**src/rtl/spi_cmd_queue_if.sv**
```systemverilog
// CPU-side command push/flush/status and SPI-driver handshake for spi_cmd_queue.
// The slave modport is the queue; the master modport is the CPU/driver environment.
interface spi_cmd_queue_if;
    logic       wr;
    logic [9:0] wdata;
    logic       clr;
    logic       spi_cs_n;
    logic       spi_start;
    logic [9:0] spi_din;
    logic [7:0] status;

    modport slave  (input  wr, wdata, clr, spi_cs_n,
                    output spi_start, spi_din, status);
    modport master (output wr, wdata, clr, spi_cs_n,
                    input  spi_start, spi_din, status);
endinterface

```
**src/rtl/spi_cmd_queue.sv**
```systemverilog
// Command FIFO feeding an SPI driver: issues one word at a time, waits for the
// driver's chip-select cycle (or times out), then enforces an idle gap.
module spi_cmd_queue #(
    parameter int DEPTH   = 16,
    parameter int GAP     = 4,
    parameter int ACK_TMO = 4
) (
    input  logic            clk,
    input  logic            reset_,
    spi_cmd_queue_if.slave  bus
);
    localparam int AW   = (DEPTH > 1) ? $clog2(DEPTH) : 1;
    localparam int CMAX = (GAP > ACK_TMO) ? GAP : ACK_TMO;
    localparam int CW   = $clog2(CMAX + 1);

    typedef enum logic [2:0] {IDLE, ISSUE, ACKW, BUSY, HOLD} state_e;

    state_e          state_q, state_d;
    logic [9:0]      mem_q [DEPTH];
    logic [AW-1:0]   wptr_q, wptr_d, rptr_q, rptr_d;
    logic [4:0]      level_q, level_d;
    logic            ovf_q, ovf_d, err_q, err_d, busy_q;
    logic [CW-1:0]   cnt_q, cnt_d;
    logic [9:0]      din_q, din_d;
    logic            full, push, pop, err_set;

    assign full = (level_q == 5'(DEPTH));
    assign pop  = (state_q == ISSUE);
    assign push = bus.wr && !full && !bus.clr;

    // Sequencer; the shared counter restarts at zero on every state change.
    always_comb begin
        state_d = state_q;
        cnt_d   = '0;
        din_d   = din_q;
        err_set = 1'b0;
        case (state_q)
            IDLE: begin
                // A flush in the same cycle must not launch a word being discarded.
                if (level_q != 5'd0 && !bus.clr) begin
                    state_d = ISSUE;
                    din_d   = mem_q[rptr_q];
                end
            end
            ISSUE: state_d = din_q[9] ? HOLD : ACKW;
            ACKW: begin
                if (!bus.spi_cs_n) begin
                    state_d = BUSY;
                end else if (cnt_q == CW'(ACK_TMO - 1)) begin
                    err_set = 1'b1;
                    state_d = HOLD;
                end else begin
                    cnt_d = cnt_q + CW'(1);
                end
            end
            BUSY: if (bus.spi_cs_n) state_d = HOLD;
            HOLD: begin
                if (cnt_q == CW'(GAP - 1)) state_d = IDLE;
                else                       cnt_d   = cnt_q + CW'(1);
            end
            default: state_d = IDLE;
        endcase
    end

    // FIFO bookkeeping; flush wins over push, pop and a same-cycle timeout.
    always_comb begin
        wptr_d  = wptr_q;
        rptr_d  = rptr_q;
        level_d = level_q;
        ovf_d   = ovf_q;
        err_d   = err_q | err_set;
        if (bus.clr) begin
            wptr_d  = '0;
            rptr_d  = '0;
            level_d = '0;
            ovf_d   = 1'b0;
            err_d   = 1'b0;
        end else begin
            if (bus.wr && full) ovf_d  = 1'b1;
            if (push)           wptr_d = wptr_q + AW'(1);
            if (pop)            rptr_d = rptr_q + AW'(1);
            level_d = level_q + {4'd0, push} - {4'd0, pop};
        end
    end

    always_ff @(posedge clk) begin
        if (push) mem_q[wptr_q] <= bus.wdata;
    end

    always_ff @(posedge clk or negedge reset_) begin
        if (!reset_) begin
            state_q <= IDLE;
            wptr_q  <= '0;
            rptr_q  <= '0;
            level_q <= '0;
            ovf_q   <= 1'b0;
            err_q   <= 1'b0;
            busy_q  <= 1'b0;
            cnt_q   <= '0;
            din_q   <= '0;
        end else begin
            state_q <= state_d;
            wptr_q  <= wptr_d;
            rptr_q  <= rptr_d;
            level_q <= level_d;
            ovf_q   <= ovf_d;
            err_q   <= err_d;
            busy_q  <= (state_d != IDLE);
            cnt_q   <= cnt_d;
            din_q   <= din_d;
        end
    end

    assign bus.spi_start = (state_q == ISSUE);
    assign bus.spi_din   = din_q;
    assign bus.status    = {err_q, ovf_q, busy_q, level_q};
endmodule

```
**src/flat_wrapper.sv**
```systemverilog
// flat-port wrapper written by rule: the top's interface ports become plain ports
module spi_cmd_queue_flat 
#(
    parameter int DEPTH   = 16,
    parameter int GAP     = 4,
    parameter int ACK_TMO = 4
)
  (clk, reset_, bus_wr, bus_wdata, bus_clr, bus_spi_cs_n, bus_spi_start, bus_spi_din, bus_status);
  spi_cmd_queue_if bus_i ();
  input  logic clk;
  input  logic reset_;
  input wire logic [$bits(bus_i.wr)-1:0] bus_wr;
  input wire logic [$bits(bus_i.wdata)-1:0] bus_wdata;
  input wire logic [$bits(bus_i.clr)-1:0] bus_clr;
  input wire logic [$bits(bus_i.spi_cs_n)-1:0] bus_spi_cs_n;
  output wire logic [$bits(bus_i.spi_start)-1:0] bus_spi_start;
  output wire logic [$bits(bus_i.spi_din)-1:0] bus_spi_din;
  output wire logic [$bits(bus_i.status)-1:0] bus_status;
  assign bus_i.wr = bus_wr;
  assign bus_i.wdata = bus_wdata;
  assign bus_i.clr = bus_clr;
  assign bus_i.spi_cs_n = bus_spi_cs_n;
  assign bus_spi_start = bus_i.spi_start;
  assign bus_spi_din = bus_i.spi_din;
  assign bus_status = bus_i.status;
  spi_cmd_queue #(.DEPTH(DEPTH), .GAP(GAP), .ACK_TMO(ACK_TMO)) u_core (.clk(clk), .reset_(reset_), .bus(bus_i));
endmodule
```
**config.mk**
```make
export PLATFORM = sky130hd
export DESIGN_NAME = spi_cmd_queue_flat
export DESIGN_NICKNAME = d
export VERILOG_FILES = /design/src/rtl/spi_cmd_queue_if.sv /design/src/rtl/spi_cmd_queue.sv /design/src/flat_wrapper.sv
export SDC_FILE = /design/constraint.sdc
export NUM_CORES = 1
export LEC_CHECK = 0
export ABC_AREA = 1
export ABC_CLOCK_PERIOD_IN_PS = 3200
export CAP_MARGIN = 5
export CORE_ASPECT_RATIO = 1.5
export CORE_UTILIZATION = 55
export DETAILED_ROUTE_END_ITERATION = 8
export PLACE_DENSITY = 0.73
export SYNTH_ARGS = -nofsm -noshare
export SYNTH_HDL_FRONTEND = slang
export SYNTH_SLANG_ARGS = --single-unit
```
**constraint.sdc**
```tcl
create_clock -name clk -period 3.2 [get_ports clk]
set_input_delay 0.48 -clock clk [delete_from_list [all_inputs] [get_ports clk]]
set_output_delay 0.48 -clock clk [all_outputs]
set_load 0.05 [all_outputs]
```
Sequential cells coloured by netlist name:
The bar under the picture is 20 um long.
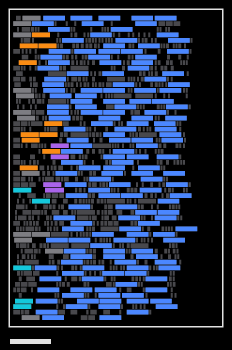
Key: `u_core.level_q` = cyan [placed flops 5, where lower left]; `u_core.rptr_q` = purple [placed flops 4, where middle left]; `u_core.bus.spi_din` = orange [placed flops 10]; `u_core.mem_q` = blue [placed flops 160]
Final Util: 0.638
flop share of the area: 0.581
P_seq: 3040 uW

M1 wires:
The bar under the picture is 20 um long.
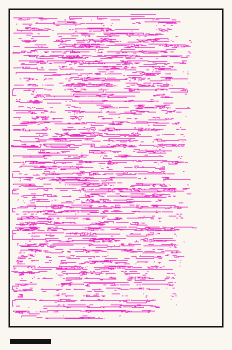
The wires run mostly horizontal. The layer carries 7290 um of wire. The layer holds 38% of the routed length. 833 nets have wire on it. The longest straight run is 36.8 um.
Routed WL: 19300 um
met1 GRT Util: 0.295
DR vias: 5870

==> results.json <==
{
  "ys_types": 29,
  "crit_type": "register to primary output",
  "top_cell": "nand2_1",
  "syn_inst": 851,
  "ys_sh_aoi": 0.0182,
  "pwr-share-comb": 0.305,
  "yosysSeqAreaShare": 0.653,
  "rsz0062_at_grt": "no",
  "pin_count": 34,
  "ys_cells": 851,
  "synth_top_cell_by_area": "edfxtp_1",
  "mux_share": 0,
  "drtAntennaViolNets": 0,
  "power.density_nw_per_um2": 752,
  "p_int_uw": 4590,
  "drive_gt1_frac": 0.0687,
  "slew_violations": 0,
  "drt_iter0_drc": 506,
  "htreeDepth": 4,
  "synthArstFlopShare": 0.167,
  "path_cells": "nor3_4, clkdlybuf4s50_1",
  "final_cell_mix": "nand2_1 (258), edfxtp_1 (160), inv_1 (153), nand3_1 (126), clkdlybuf4s50_1 (33)",
  "top_logic_kind": "simple AND/OR/NAND/NOR gates",
  "grt_pass1_vias": 5741,
  "chipArea_um2": 16100,
  "edf_count": 160,
  "cp_num_buf_inv": 1,
  "synthToLayoutAreaGrowth_pct": 12.5,
  "worst_r2r_path_depth": 11,
  "syn_avg_cell_area_um2": 10.1,
  "r2r_start": "u_core.state_q[1]",
  "globalplace.congestion": 0.867,
  "clk_pin_slew_ns": 0.08,
  "power.group.top": "sequential cells",
  "antenna_found_initial": 0,
  "core_area_um2": 15100,
  "area_leaders": "edfxtp_1 (56%), nand2_1 (11%), dfrtp_1 (9.3%)",
  "final.setup.tns_ns": 0,
  "final-setup-viol-count": 0,
  "cts_tree": "built",
  "cts_setup_buffers": 0,
  "r2r-end": "u_core.level_q[4]",
  "outcome": "finished, final reports clean",
  "num_rows": 55,
  "hpwl_um": 12100,
  "fin_nets": 917,
  "fin_crit_sh": 0.813,
  "cts_hold_buf": 0,
  "drc": 0,
  "max_slew_margin": 0.401,
  "fp_util": 0.567,
  "synth_top_area_share": 0.560,
  "critPathMaxFanout": 7,
  "crit_path_start_kind": "register",
  "hp-class": "input port to asynchronous set/reset pin",
  "swShare": 0.368,
  "comb-power_uw": 2220,
  "top_cells_by_count": "nand2_1 (258), edfxtp_1 (160), inv_1 (153)",
  "clockBufferDepth": 2,
  "synth_flop_count": 192,
  "yosysWarningCount": 0,
  "finalHoldViolations": 0,
  "crit_slowest_cell": "clkdlybuf4s50_1",
  "reg2reg_slack_ns": 0.83,
  "grt_max_degree": 83,
  "cp_data_required_time_ns": 2.72,
  "fmax_ghz": 0.384,
  "wl_per_cell_um": 17.5,
  "xor_area_frac": 0.00102,
  "grt_usage": 0.254,
  "post_cts_resized": 0,
  "grt-ovfl-total": 0
}
Clock wiring as the flow saved it:
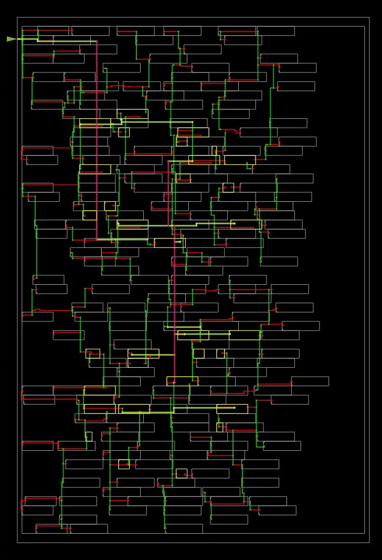
clk pwr: 2000 uW
Layout Skew: 0.00930 ns

I/O pins on the die edge:
The bar under the picture is 20 um long. Pins as bars across the die edge, other pins in grey.
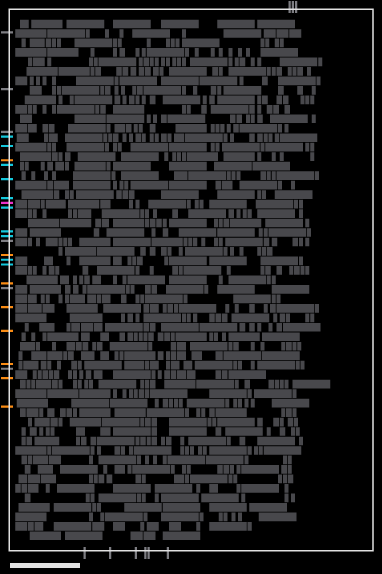
Key: `bus_spi_din` = cyan [pins 10, direction output, edge left]; `bus_spi_cs_n` = magenta [pins 1, direction input, edge left]; `bus_status` = orange [pins 8, direction output, edge left]
All pins by edge: 25 left, 6 bottom, 3 top.
chip width: 104 um
Die Height: 155 um
IO buf count: 33

worst max-delay path by stage:
stage,start,endpoint,slack [ns],depth (start not counted)
detailed placement,bus_wr,u_core.level_q[4],0.68,11
finish,u_core.state_q[1],bus_spi_start,0.60,2
global placement,bus_wr,u_core.level_q[4],0.72,11
global route,u_core.state_q[2],bus_spi_start,0.54,2
CTS,u_core.state_q[1],bus_spi_start,0.59,2
floorplan,u_core.level_q[2],u_core.mem_q[13][0],0.60,7
sequential cells by signal, summed over array words and instances, names as in the netlist, 3 cells and up:
signal and cells:
u_core.cnt_q 3, u_core.level_q 5, u_core.wptr_q 4, u_core.rptr_q 4
u_core.mem_q 160, u_core.state_q 3, u_core.bus.spi_din 10
routing by layer:
| layer | global-route usage | up-vias | wire length (um) |
|---|---|---|---|
| met1 | 0.295 | 2781 | 7290 |
| met5 | 0 | - | 0 |
| li1 | - | 2814 | - |
| met3 | 0.0473 | 46 | 1110 |
| met2 | 0.458 | 229 | 10100 |
| met4 | 0.115 | 0 | 730 |
through the flow:
step | cells | total power, uW | worst slack, ns | hold slack (ns) | instance area (um^2)
2_1_floorplan | 851 | 4700 | 0.599 | 0.184 | 8580
3_5_place_dp | 1069 | 5300 | 0.680 | 0.446 | 9100
4_1_cts | 1101 | 7290 | 0.590 | 0.451 | 9650
5_1_grt | 1101 | 7630 | 0.535 | 0.468 | 9650
6_report | 1101 | 7260 | 0.599 | 0.446 | 9650
3_3_place_gp | 1069 | 5270 | 0.723 | 0.430 | 9100
final cells by class:
class / count / area (um^2)
sequential: 192 / 5610
fill: 1211 / 5490
timing repair buffer: 57 / 510
inverter: 156 / 591
tap: 199 / 249
multi-input combinational: 465 / 2140
clock buffer: 18 / 429
clock inverter: 14 / 128
Power figures rest on the tool's default switching activity, not on a simulated workload.
